Fig. 1: run 1, where the registers sit
Bar = 20 um.
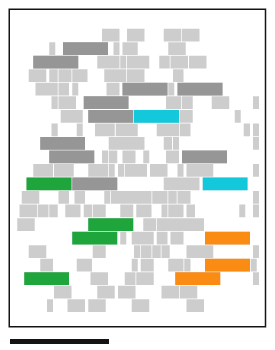
Fig. 2: run 1, clock wiring as the flow saved it
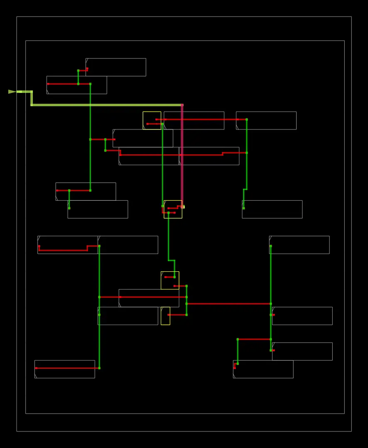
Fig. 3: run 1, placement by cell class
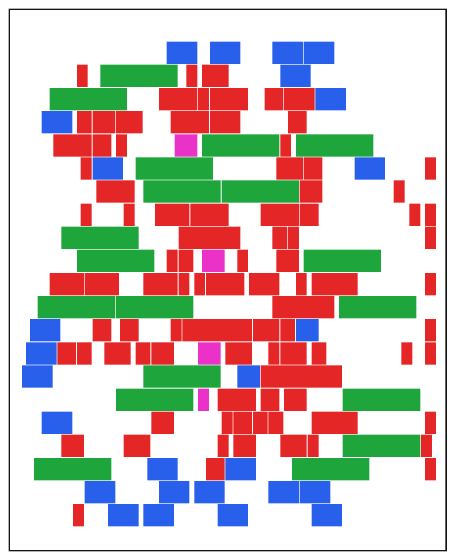
File: config.mk
export PLATFORM = sky130hd
export DESIGN_NAME = irq_ctrl_nested
export DESIGN_NICKNAME = d
export VERILOG_FILES = /design/src/rtl/irq_pkg.sv /design/src/rtl/irq_prio_enc.sv /design/src/rtl/irq_ctrl_nested.sv
export SDC_FILE = /design/constraint.sdc
export NUM_CORES = 1
export LEC_CHECK = 0
export CORE_ASPECT_RATIO = 1.25
export CORE_UTILIZATION = 40
export DETAILED_ROUTE_END_ITERATION = 10
export PLACE_DENSITY_LB_ADDON = 0.25
export SYNTH_ARGS = -nofsm -noshare
export SYNTH_HDL_FRONTEND = slang
export SYNTH_SLANG_ARGS = --single-unit
export TNS_END_PERCENT = 10
File: constraint.sdc
create_clock -name i_clk -period 3 [get_ports i_clk]
set_input_delay 0.6 -clock i_clk [delete_from_list [all_inputs] [get_ports i_clk]]
set_output_delay 0.6 -clock i_clk [all_outputs]
set_load 0.05 [all_outputs]
File: src/rtl/irq_pkg.sv
// Shared constants, FSM encoding and sizing helper for the nested interrupt controller.
package irq_pkg;

  localparam int unsigned N_SRC     = 4;
  localparam int unsigned MAX_DEPTH = 2;
  localparam logic [15:0] VEC_STRIDE = 16'h0020;

  localparam int unsigned TIMER0 = 0;
  localparam int unsigned TIMER1 = 1;
  localparam int unsigned UART   = 2;
  localparam int unsigned I2C    = 3;

  typedef enum logic {
    IDLE = 1'b0,
    REQ  = 1'b1
  } state_t;

  function automatic int unsigned depth_w(input int unsigned max_depth);
    return $clog2(max_depth + 1);
  endfunction

endpackage

File: src/rtl/irq_prio_enc.sv
// Combinational priority encoder: highest set bit wins, valid flags any set bit.
module irq_prio_enc #(
  parameter int unsigned N     = 4,
  parameter int unsigned IDX_W = $clog2(N)
) (
  input  logic [N-1:0]     req,
  output logic [IDX_W-1:0] idx,
  output logic             valid
);

  always_comb begin
    idx   = '0;
    valid = 1'b0;
    for (int i = 0; i < N; i++) begin
      if (req[i]) begin
        idx   = IDX_W'(i);
        valid = 1'b1;
      end
    end
  end

endmodule

File: src/rtl/irq_ctrl_nested.sv
// Nested interrupt controller with priority stack; define IRQ_EDGE_DETECT_EN
// to pend sources on rising edges instead of levels.
module irq_ctrl_nested
  import irq_pkg::*;
(
  input  logic                          i_clk,
  input  logic                          i_rst_n,
  input  logic [N_SRC-1:0]              i_src,
  input  logic [N_SRC-1:0]              i_en,
  input  logic                          i_gie,
  output logic                          o_irq_req,
  output logic [15:0]                   o_irq_vector,
  input  logic                          i_irq_take,
  input  logic                          i_irq_ret,
  output logic                          o_in_irq,
  output logic [depth_w(MAX_DEPTH)-1:0] o_depth,
  output logic [N_SRC-1:0]              o_pending,
  output logic                          o_err
);

  localparam int unsigned IDX_W   = $clog2(N_SRC);
  localparam int unsigned DEPTH_W = depth_w(MAX_DEPTH);

  state_t               state_q, state_d;
  logic                 req_q, req_d;
  logic [15:0]          vec_q, vec_d;
  logic [IDX_W-1:0]     sel_q, sel_d;
  logic [N_SRC-1:0]     pending_q, pending_d, src_set, src_clr;
  logic [DEPTH_W-1:0]   depth_q, depth_d, depth_pop;
  logic [IDX_W-1:0]     stack_q [MAX_DEPTH];
  logic [IDX_W-1:0]     stack_d [MAX_DEPTH];
  logic                 in_irq_q;
  logic                 err_q, err_d;

  logic [IDX_W-1:0]     cand_idx, top_idx;
  logic                 cand_vld, depth_room, cand_elig, sel_elig;
  logic                 ret_ok, take_vld, push_full, take_ok;

  irq_prio_enc #(
    .N     (N_SRC),
    .IDX_W (IDX_W)
  ) u_prio_enc (
    .req   (pending_q & i_en),
    .idx   (cand_idx),
    .valid (cand_vld)
  );

`ifdef IRQ_EDGE_DETECT_EN
  logic [N_SRC-1:0] src_q;

  always_ff @(posedge i_clk or negedge i_rst_n) begin
    if (!i_rst_n) src_q <= '0;
    else          src_q <= i_src;
  end

  assign src_set = i_src & ~src_q;
`else
  assign src_set = i_src;
`endif

  // Index of the handler currently on top of the priority stack.
  always_comb begin
    top_idx = '0;
    for (int k = 0; k < MAX_DEPTH; k++) begin
      if (DEPTH_W'(k + 1) == depth_q) top_idx = stack_q[k];
    end
  end

  assign depth_room = depth_q < DEPTH_W'(MAX_DEPTH);
  assign cand_elig  = cand_vld & i_gie & depth_room &
                      ((depth_q == '0) || (cand_idx > top_idx));
  assign sel_elig   = pending_q[sel_q] & i_en[sel_q] & i_gie & depth_room &
                      ((depth_q == '0) || (sel_q > top_idx));

  // A RETI pops before a coincident take pushes.
  assign ret_ok    = i_irq_ret & (depth_q != '0);
  assign take_vld  = i_irq_take & req_q;
  assign depth_pop = ret_ok ? depth_q - DEPTH_W'(1) : depth_q;
  assign push_full = depth_pop == DEPTH_W'(MAX_DEPTH);
  assign take_ok   = take_vld & ~push_full;

  always_comb begin
    state_d = state_q;
    req_d   = req_q;
    vec_d   = vec_q;
    sel_d   = sel_q;
    unique case (state_q)
      IDLE: begin
        req_d = 1'b0;
        if (cand_elig) begin
          state_d = REQ;
          req_d   = 1'b1;
          vec_d   = VEC_STRIDE * (16'(cand_idx) + 16'd1);
          sel_d   = cand_idx;
        end
      end
      REQ: begin
        if (take_ok || (!take_vld && !sel_elig)) begin
          state_d = IDLE;
          req_d   = 1'b0;
        end
      end
      default: begin
        state_d = IDLE;
        req_d   = 1'b0;
      end
    endcase
  end

  always_comb begin
    stack_d = stack_q;
    depth_d = depth_pop;
    src_clr = '0;
    if (take_ok) begin
      depth_d = depth_pop + DEPTH_W'(1);
      src_clr = N_SRC'(1) << sel_q;
      for (int k = 0; k < MAX_DEPTH; k++) begin
        if (DEPTH_W'(k) == depth_pop) stack_d[k] = sel_q;
      end
    end
    pending_d = (pending_q & ~src_clr) | src_set;
    err_d     = err_q | (i_irq_take & ~req_q) | (i_irq_ret & (depth_q == '0)) |
                (take_vld & push_full);
  end

  always_ff @(posedge i_clk or negedge i_rst_n) begin
    if (!i_rst_n) state_q <= IDLE;
    else          state_q <= state_d;
  end

  always_ff @(posedge i_clk or negedge i_rst_n) begin
    if (!i_rst_n) begin
      req_q     <= 1'b0;
      vec_q     <= '0;
      sel_q     <= '0;
      pending_q <= '0;
      depth_q   <= '0;
      in_irq_q  <= 1'b0;
      err_q     <= 1'b0;
      for (int k = 0; k < MAX_DEPTH; k++) stack_q[k] <= '0;
    end else begin
      req_q     <= req_d;
      vec_q     <= vec_d;
      sel_q     <= sel_d;
      pending_q <= pending_d;
      depth_q   <= depth_d;
      in_irq_q  <= depth_d != '0;
      err_q     <= err_d;
      stack_q   <= stack_d;
    end
  end

  assign o_irq_req    = req_q;
  assign o_irq_vector = vec_q;
  assign o_in_irq     = in_irq_q;
  assign o_depth      = depth_q;
  assign o_pending    = pending_q;
  assign o_err        = err_q;

endmodule

==> summary.txt, run 1 <==
run results: slowest CP cell clkdlybuf4s50_1, Synthesis Warnings 0, dpl hpwl 1.964 mm, register area share after synthesis 39.26%, Hold-fix buffers, CTS 0, critical path type in -> reg, per-cell routed wire length between 10 and 15 um, FF-to-FF End sel_q[0]$_DFFE_PN0P_, outcome complete, no violations, total track usage between 10% and 20%, Log Warnings 30, H-tree Lvls 1, Final Skew 0.008311 ns, TritonRoute pass-1 iters 4, CTS clk-pin slew, worst paths 0.11 ns, CP endpoint sel_q[0]$_DFFE_PN0P_, min-delay src stack_q[2]$_DFFE_PN0P_, later-pin clock latency in the skew report 0.30 ns, CTS tree yes, Num Clock Sinks 19, drt first-iter violations 24, Critical R2R Launch o_depth[1]$_DFF_PN0_, Placer Congestion 0.8207, clock power share 9.0%, initial antenna violation count 0, CTS Buffer Depth 2, final net count 162
About Fig. 1:
Key: green = o_pending [sequential cells 4]; orange = o_irq_vector [sequential cells 3]; cyan = sel_q [sequential cells 2]
Another 10 sequential cells are not coloured.
register area: 475.5 um2
fin util: 53.10%
Seq group: 445 uW
sequential share of cell area: 32.15%

About Fig. 2:
flop count: 19
CLK BUF: 4
Clock net power: 131 uW

About Fig. 3:
Key: green = flops [cells 19, share of their area 33%]; red = combinational and other logic [cells 91, share of their area 47%]; magenta = clock drivers and dummy loads [cells 4, share of their area 1.8%]; blue = other buffers and delay cells [cells 26, share of their area 18%]
row cnt: 21
Core Region: 2785 um2
cell area after layout: 1479 um2

[run 1: stage by stage]
stage	utilization, %	hold slack, ns
6_report	53.10	0.5039
5_1_grt	53.10	0.5284
4_1_cts	53.10	0.5075
3_5_place_dp	52.16	0.4808
3_3_place_gp	52.16	0.4688
2_1_floorplan	-	0.3044
[run 1: logic make-up (layout without fill, tap and decap cells)]
family,Yosys count,count (layout),share of synthesized area (%)
compound gates,24,24,17.15
simple gates,28,28,13.33
flops,19,19,39.26
other cells,1,13,0.3096
xor+xnor,2,2,1.447
mux,9,9,9.711
fa+ha+maj,8,8,8.265
buf+inv,21,37,10.54
[run 1: worst min path at each step]
stage	end	cells past startpoint
after floorplan	o_depth[0]$_DFF_PN0_	0
after global placement	o_err$_DFF_PN0_	1
after detailed placement	stack_q[2]$_DFFE_PN0P_	1
after CTS	stack_q[2]$_DFFE_PN0P_	1
after global routing	stack_q[0]$_DFFE_PN0P_	1
final	stack_q[2]$_DFFE_PN0P_	1
[run 1: cell usage in the layout (no fill, tap or decap), types with 2 or more instances in the layout]
cell / instances
nand2b_1: 3
clkbuf_4: 3
inv_1: 6
a21o_1: 2
buf_4: 2
mux2_4: 2
o2bb2ai_1: 2
nor2_2: 2
mux2i_1: 2
conb_1: 13
mux2_1: 4
a21oi_1: 6
xnor2_1: 2
nor2_1: 3
nand3_1: 2
dfrtp_1: 19
ha_1: 8
a31oi_1: 2
nand2_1: 9
clkdlybuf4s50_1: 24
nand2_2: 2
[run 1: flip-flops by register name, summed over array words and instances, names as in the netlist]
signal and count:
o_pending 4, stack_q 4, o_irq_vector 3, o_depth 2, sel_q 2, o_err 1
o_in_irq 1, o_irq_req 1, state_q 1
[run 1: cell type report]
type                    instances  area (um2)  area share [%]
repair buffers                 26       255.2           17.26
clock buffers                   4       26.28           1.777
flip-flops and latches         19       475.5           32.15
multi-input cells              84       653.1           44.16
well taps                      34       42.54           2.876
inverters                       7       26.28           1.777
[run 1: power groups by stage]
stage                     logic (mW)  clock network, mW  registers [mW]
after CTS                      0.889              0.137           0.444
final                          0.880              0.131           0.445
after detailed placement       0.885                  0           0.448
after global routing           0.955              0.149           0.457
after floorplan                0.522                  0           0.583
after global placement         0.869                  0           0.443
[run 1: metal layers]
layer  vias up  wire [um]  track usage (%)
met5         -          0                0
met4         0         15            6.757
met3         2         62            3.140
met2        20       1316            28.95
met1       432       1038            19.31
li1        426          -                -
Fig. 4: run 1, drive-strength map
Bar = 20 um.
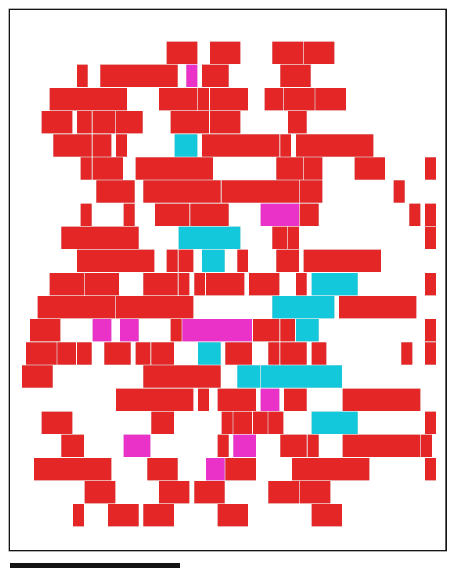

==> run 2, diff against run 1 <==
Settings changed: CORE_ASPECT_RATIO 1.25 to 2.
Clock period 3 ns to 2.3 ns, I/O delays scaled along.
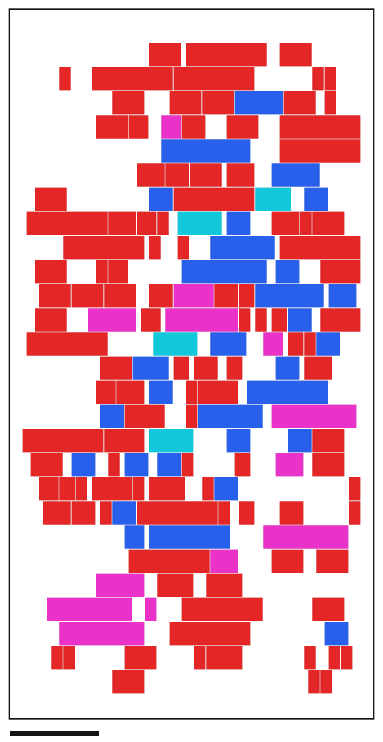
Fig. 5. Drive-strength map (run 2).
Bar = 10 um.
Key: magenta = _2 cells [cells 13, share 8.3%, most used dfrtp_2]; red = _0 and _1 cells [cells 109, share 70%, most used clkdlybuf4s50_1]; cyan = _6 and larger [cells 4, share 2.6%, most used clkbuf_8]; blue = _3 and _4 cells [cells 30, share 19%, most used buf_4]
synthesis-to-finish area growth: 40.91%
Buffers, non-clock: 42
final worst-path setup slack: 0.07427 ns

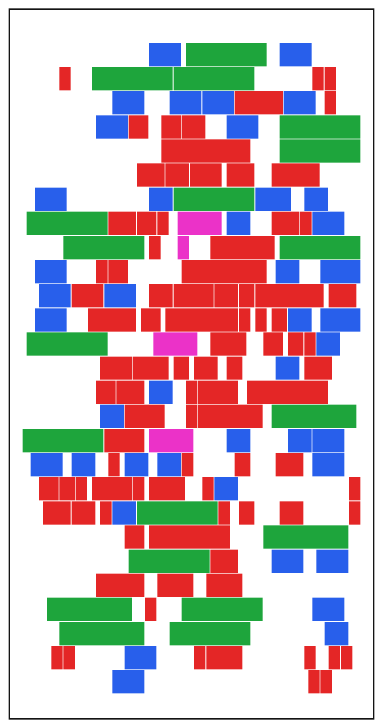
Fig. 6. Placement by cell class (run 2).
Key: green = flops [cells 19, share of their area 29%]; magenta = clock drivers and dummy loads [cells 4, share of their area 2.7%]; red = combinational and other logic [cells 91, share of their area 46%]; blue = other buffers and delay cells [cells 42, share of their area 23%]
fin util: 60.87%
cell area after layout: 1707 um2
sequential share of cell area: 28.15%
Core Region: 2804 um2

==> run 2 against run 1 <==
Register-to-register slack worse by 0.42 ns. Sequential power is 34% higher. Non-clock buffer count up 16. Setup slack worse by 0.33 ns. Synthesized area unchanged. Critical path type is now reg -> reg.
==> summary.txt, run 2 <==
run results: drt first-iter violations 29 (was 24), dpl hpwl 2.136 mm (was 1.964 mm), row cnt 27 (was 21), area fraction in xor and xnor cells 1.446% (unchanged), total track usage 18.30% (was 16.56%), Num Clock Sinks 19 (unchanged), later-pin clock latency in the skew report 0.25 ns (was 0.30 ns), H-tree Lvls 1 (unchanged), Synthesis Warnings 0 (unchanged), aoi share 17.15% (unchanged), clock power share 10.4% (was 9.0%), register area share after synthesis 39.26% (unchanged), critical path type reg -> reg (was in -> reg), simple share 13.33% (unchanged), outcome complete, no violations (unchanged), per-cell routed wire length 15.16 um (was 13.98 um), CTS clk-pin slew, worst paths 0.07 ns (was 0.11 ns), Final Skew 0.003351 ns (was 0.008311 ns), Hold WS 0.4954 ns (was 0.5039 ns), Critical R2R Launch o_depth[1]$_DFF_PN0_ (unchanged), WHS Endpoint stack_q[2]$_DFFE_PN0P_ (unchanged), CTS Buffer Depth 2 (unchanged), Log Warnings 31 (was 30), worst hold stages 1 (unchanged), Dominant comb cell AND-OR/OR-AND gates (unchanged), CTS tree yes (unchanged), Hold-fix buffers, CTS 0 (unchanged), final net count 178 (was 162), Placer Congestion 0.8574 (was 0.8207), Top cells by area dfrtp_1 39%, ha_1 8.3%, buf_4 8.1% (unchanged), most numerous logic cell after layout clkdlybuf4s50_1 (unchanged)
==> run 2: how the worst max path moves through the flow <==
stage | from | endpoint | slack, ns | cells past startpoint
after floorplan | o_depth[1]$_DFF_PN0_ | o_irq_vector[5]$_DFFE_PN0P_ | -0.02 | 9
after global placement | i_en[3] | o_irq_vector[5]$_DFFE_PN0P_ | -0.23 | 8
after detailed placement | i_en[3] | o_irq_vector[6]$_DFFE_PN0P_ | -0.29 | 8
after CTS | i_en[3] | o_irq_vector[6]$_DFFE_PN0P_ | 0.02 | 8
after global routing | o_depth[1]$_DFF_PN0_ | o_irq_vector[6]$_DFFE_PN0P_ | -0.01 | 9
final | o_depth[1]$_DFF_PN0_ | o_irq_vector[6]$_DFFE_PN0P_ | 0.07 | 9
==> run 2: layer usage <==
layer	vias to the layer above	part of all wire (%)	global-route usage [%]
li1	457	-	-
met1	464	35	18.78
met2	30	59	32.34
met3	8	3.5	2.228
met4	0	2.4	9.333
met5	-	0	0
==> run 2: cells by family (layout without fill, tap and decap cells) <==
| group | after synthesis | after routing |
|---|---|---|
| AND/OR/NAND/NOR | 28 | 28 |
| AND-OR/OR-AND | 24 | 24 |
| buffers and inverters | 21 | 53 |
| flip-flops | 19 | 19 |
| multiplexers | 9 | 9 |
| adder cells (fa/ha/maj) | 8 | 8 |
| XOR/XNOR | 2 | 2 |
| other | 1 | 13 |
==> run 2: final cells by class <==
class / count / area [um2] / area share (%)
Multi-Input combinational cell: 84 / 732.0 / 42.89
Clock buffer: 4 / 45.04 / 2.639
Inverter: 7 / 28.78 / 1.686
Timing Repair Buffer: 42 / 384.1 / 22.51
Tap cell: 29 / 36.28 / 2.126
Sequential cell: 19 / 480.5 / 28.15
==> run 2: power by group through the flow <==
| stage | sequential, mW | clock (mW) | combinational, mW |
|---|---|---|---|
| 2_1_floorplan | 0.767 | 0 | 0.726 |
| 3_3_place_gp | 0.587 | 0 | 1.29 |
| 3_5_place_dp | 0.593 | 0 | 1.31 |
| 4_1_cts | 0.586 | 0.238 | 1.32 |
| 5_1_grt | 0.614 | 0.252 | 1.52 |
| 6_report | 0.595 | 0.234 | 1.42 |
==> run 2: critical path: stages (launching register included) <==
cell and delay, ns:
dfrtp_2 0.44, inv_4 0.08, ha_4 0.14, nand2_1 0.07
o21ai_2 0.21, ha_4 0.24, nor2_4 0.18, o2bb2ai_4 0.09
a211oi_4 0.33, mux2_4 0.33
==> run 2: what timing repair did <==
item                                    CTS  global route
endpoints found under the setup margin    3             6
resized                                   1             9
buffers inserted                          0             4
pin swaps                                 1             6
endpoints found under the hold margin     0             0
Power figures rest on the tool's default switching activity, not on a simulated workload.
